**src/rtl/usb_rx_bit_sequencer.sv**
```systemverilog
// USB full-speed receive bit sequencer: mid-bit sampling, destuffing, byte boundary marking.
// Latency: shift_enable and stuff_error one cycle after the sample point; byte_received one cycle after the 8th shift_enable.
// Backpressure: none; the bit rate is set by the line, and every output is a one-cycle registered pulse.
module usb_rx_bit_sequencer #(
   parameter int CLKS_PER_BIT = 8,
   parameter int SAMPLE_PT    = 3,
   parameter int STUFF_LEN    = 6
) (
   input  logic clk,
   input  logic n_rst,
   input  logic rcving,
   input  logic d_edge,
   input  logic d_bit,
   output logic shift_enable,
   output logic byte_received,
   output logic stuff_error
);

   localparam int PHASE_W = $clog2(CLKS_PER_BIT);
   localparam int ONES_W  = $clog2(STUFF_LEN + 1);

   localparam logic [PHASE_W-1:0] LAST_PHASE = PHASE_W'(CLKS_PER_BIT - 1);
   localparam logic [PHASE_W-1:0] SAMPLE_PH  = PHASE_W'(SAMPLE_PT);
   localparam logic [PHASE_W-1:0] PHASE_ONE  = PHASE_W'(1);
   localparam logic [ONES_W-1:0]  STUFF_CNT  = ONES_W'(STUFF_LEN);
   localparam logic [ONES_W-1:0]  ONES_ONE   = ONES_W'(1);

   typedef enum logic {
      IDLE = 1'b0,
      RUN  = 1'b1
   } state_t;

   state_t              state_q, state_d;
   logic [PHASE_W-1:0]  phase_q, phase_d;
   logic [2:0]          bit_cnt_q, bit_cnt_d;
   logic [ONES_W-1:0]   ones_cnt_q, ones_cnt_d;
   logic                stuff_pend_q, stuff_pend_d;
   logic                byte_pend_q, byte_pend_d;
   logic                shift_enable_q, shift_enable_d;
   logic                byte_received_q, byte_received_d;
   logic                stuff_error_q, stuff_error_d;

   // Per-cycle working values
   logic [PHASE_W-1:0]  eff;
   logic                sample;
   logic [ONES_W-1:0]   ones_new;

   // Next-state, counter and output-pulse computation
   always_comb begin
      state_d         = state_q;
      phase_d         = phase_q;
      bit_cnt_d       = bit_cnt_q;
      ones_cnt_d      = ones_cnt_q;
      stuff_pend_d    = stuff_pend_q;
      byte_pend_d     = 1'b0;
      shift_enable_d  = 1'b0;
      // A byte boundary scheduled last cycle fires regardless of rcving.
      byte_received_d = byte_pend_q;
      stuff_error_d   = 1'b0;
      eff             = '0;
      sample          = 1'b0;
      ones_new        = '0;

      case (state_q)
         IDLE: begin
            if (rcving) begin
               // The rcving rise is bit phase 0, edge or not.
               state_d = RUN;
               eff     = '0;
               sample  = (eff == SAMPLE_PH);
               phase_d = (eff == LAST_PHASE) ? '0 : eff + PHASE_ONE;
            end
         end
         RUN: begin
            if (!rcving) begin
               // Leaving the packet: any sample this cycle is dropped.
               state_d      = IDLE;
               phase_d      = '0;
               bit_cnt_d    = '0;
               ones_cnt_d   = '0;
               stuff_pend_d = 1'b0;
            end else begin
               // Any line transition resynchronises the bit phase.
               eff     = d_edge ? '0 : phase_q;
               sample  = (eff == SAMPLE_PH);
               phase_d = (eff == LAST_PHASE) ? '0 : eff + PHASE_ONE;
            end
         end
         default: begin
            state_d = IDLE;
         end
      endcase

      if (sample) begin
         if (!stuff_pend_q) begin
            // Data bit: shift it and track the run of ones.
            shift_enable_d = 1'b1;
            ones_new       = d_bit ? ones_cnt_q + ONES_ONE : '0;
            if (ones_new == STUFF_CNT) begin
               stuff_pend_d = 1'b1;
               ones_cnt_d   = '0;
            end else begin
               ones_cnt_d   = ones_new;
            end
            if (bit_cnt_q == 3'd7) begin
               bit_cnt_d   = 3'd0;
               byte_pend_d = 1'b1;
            end else begin
               bit_cnt_d   = bit_cnt_q + 3'd1;
            end
         end else begin
            // Stuffed bit: discard; a 1 here is a stuff violation.
            stuff_pend_d  = 1'b0;
            ones_cnt_d    = '0;
            stuff_error_d = d_bit;
         end
      end
   end

   // State and output registers with synchronous active-low reset
   always_ff @(posedge clk) begin
      if (!n_rst) begin
         state_q         <= IDLE;
         phase_q         <= '0;
         bit_cnt_q       <= '0;
         ones_cnt_q      <= '0;
         stuff_pend_q    <= 1'b0;
         byte_pend_q     <= 1'b0;
         shift_enable_q  <= 1'b0;
         byte_received_q <= 1'b0;
         stuff_error_q   <= 1'b0;
      end else begin
         state_q         <= state_d;
         phase_q         <= phase_d;
         bit_cnt_q       <= bit_cnt_d;
         ones_cnt_q      <= ones_cnt_d;
         stuff_pend_q    <= stuff_pend_d;
         byte_pend_q     <= byte_pend_d;
         shift_enable_q  <= shift_enable_d;
         byte_received_q <= byte_received_d;
         stuff_error_q   <= stuff_error_d;
      end
   end

   assign shift_enable  = shift_enable_q;
   assign byte_received = byte_received_q;
   assign stuff_error   = stuff_error_q;

endmodule

```
**config.mk**
```make
export PLATFORM = sky130hd
export DESIGN_NAME = usb_rx_bit_sequencer
export DESIGN_NICKNAME = d
export VERILOG_FILES = /design/src/rtl/usb_rx_bit_sequencer.sv
export SDC_FILE = /design/constraint.sdc
export NUM_CORES = 1
export LEC_CHECK = 0
export CORE_MARGIN = 2
export CORE_UTILIZATION = 25
export DETAILED_ROUTE_END_ITERATION = 16
export GPL_TIMING_DRIVEN = 0
export SYNTH_ARGS = -nofsm -noshare
export SYNTH_HDL_FRONTEND = slang
export SYNTH_SLANG_ARGS = --single-unit
```
**constraint.sdc**
```tcl
create_clock -name clk -period 3.2 [get_ports clk]
set_clock_uncertainty 0.2 [all_clocks]
set_input_delay 0.64 -clock clk [delete_from_list [all_inputs] [get_ports clk]]
set_output_delay 0.64 -clock clk [all_outputs]
set_load 0.01 [all_outputs]
```
### Metal layers overlaid

Drawn at 4 px/um.
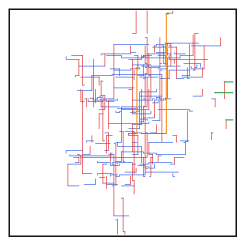
legend:
  blue:
    layer: met1
    wire_length: 526 um
  orange:
    layer: met4
    wire_length: 46.2 um
  red:
    layer: met2
    wire_length: 529 um
  green:
    layer: met3
    wire_length: 16.8 um

### Clock distribution

Drawn at 6 px/um.
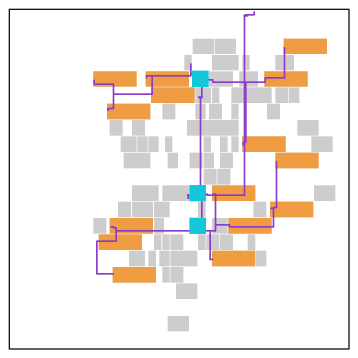
legend:
  cyan:
    item: cells driving clock nets
    count: 3
  purple:
    item: clock wires
    length: 198 um
  orange:
    item: flip-flops
    count: 15
routed clock nets: 4

==> metrics.yaml <==
iteration_count_of_the_initial_detailed_routing_pass: 4
timing.hold.worst_endpoint: "byte_received"
critical_path.reg2reg.startpoint: "phase_q[0]"
total_die_size_sq_um: 3180
rsz0062_at_grt: "false"
m1WireLength_um: 525
commonest_register_cell_after_synthesis: "dfxtp_1"
r2r-end: "ones_cnt_q[2]"
floorplan.core_area_sq_um: 2540
net-switching-power_w: 0.0000706
post_cts_buffers: 0
synth_top_cell_by_count: "dfxtp_1"
sw_frac_of_total_pct: 22.3
pg_comb_w: 0.0000203
timing.setup.tns_ns: 0
timing.critical_path.mode_cell: "ha_1"
hold_path.startpoint: "byte_pend_q"
grt_most_used_layer: "met2"
final_cell_mix: "dfxtp_1, nand2_1, clkdlybuf4s50_1"
clk_slew_on_worst_s_h_paths_ns: 0.09
critPathMaxFanout: 5
non_clock_inverter_instance_count_of_the_final_layout: 2
ys_types: 30
area_leaders: "dfxtp_1, ha_1, nor2b_1"
cpMaxStageDelayCell: "clkdlybuf4s50_1"
ys_seq_share_pct: 43.8
non_clock_buffer_instance_count_of_the_final_layout: 9
worst_hold_path_type: "flip-flop to flip-flop"
worstPathBufferInverterCount: 1
track_usage_pct: 7.84
ios: 8
comb_area_share_pct: 45.0
top_cell_area_share_pct: 43.8
synth.yosys.warnings: 0
total_leakage_power_nw: 0.372
edf_count: 0
wl_um: 1120
tightestPinTransition_ns: 0.342
period_minus_slack_ns: 2.33
layout-area-overhead-vs-synth_pct: 19.5
vdd.ir_drop.worst_mv: 0.169
synth.avg_cell_area_sq_um: 9.52
common_cells: "dfxtp_1, nand2_1, nor2b_1"
met2_length_um: 528
grt_first_pass_wirelength_um: 1900
postSynth.asyncResetShare_pct: 0
synth_flops: 15
instances_no_fill: 113
grt_use_met3_pct: 0.691
cts_made_buffers: 3
slowest_delay_ns: 0.44
insertion_delay_ns: 0.28
r2r.worst_path.cells: 8
run_status: "complete, no violations"
clk_root_buffer_cell: "clkbuf_4"
grt_max_degree: 11
logic_area_sq_um: 369
cp_top_family: "AND-OR/OR-AND gates"
### M3 wires

Drawn at 4 px/um. Cells faint in the background.
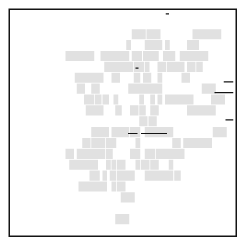
nets with wire on the layer: 5
longest straight run: 6.20 um
share of all routed wire: 1.5%

### Congestion heat map

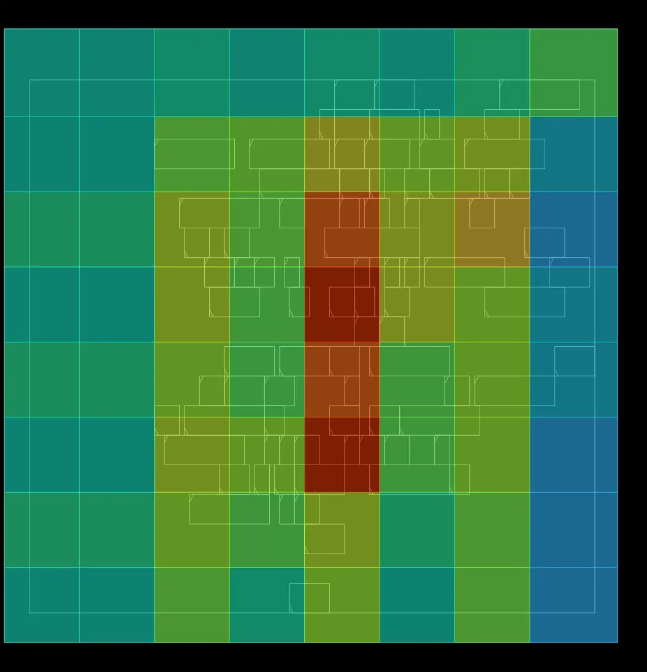
core occupancy in the finished layout: 32.2%
M1 GR Usage: 8.40%

-- stage by stage --
step                      setup WS [ns]  area, sq um  util (%)  hold slack, ns
final                             0.867          820      32.2           0.239
after global routing              0.723          820      32.2           0.268
after CTS                         0.851          820      32.2           0.241
after detailed placement          0.571          793      31.2           0.221
after global placement            0.592          793      31.2           0.218
after floorplan                    1.20          686         -           0.212
-- logic make-up (layout without fill, tap and decap cells) --
family	Yosys count	count (layout)	share of synthesized area [%]
simple gates	32	32	27.7
compound gates	14	14	14.2
buf+inv	4	15	2.37
mux	1	1	1.46
flops	15	15	43.8
xor+xnor	1	1	1.28
fa+ha+maj	5	5	9.12
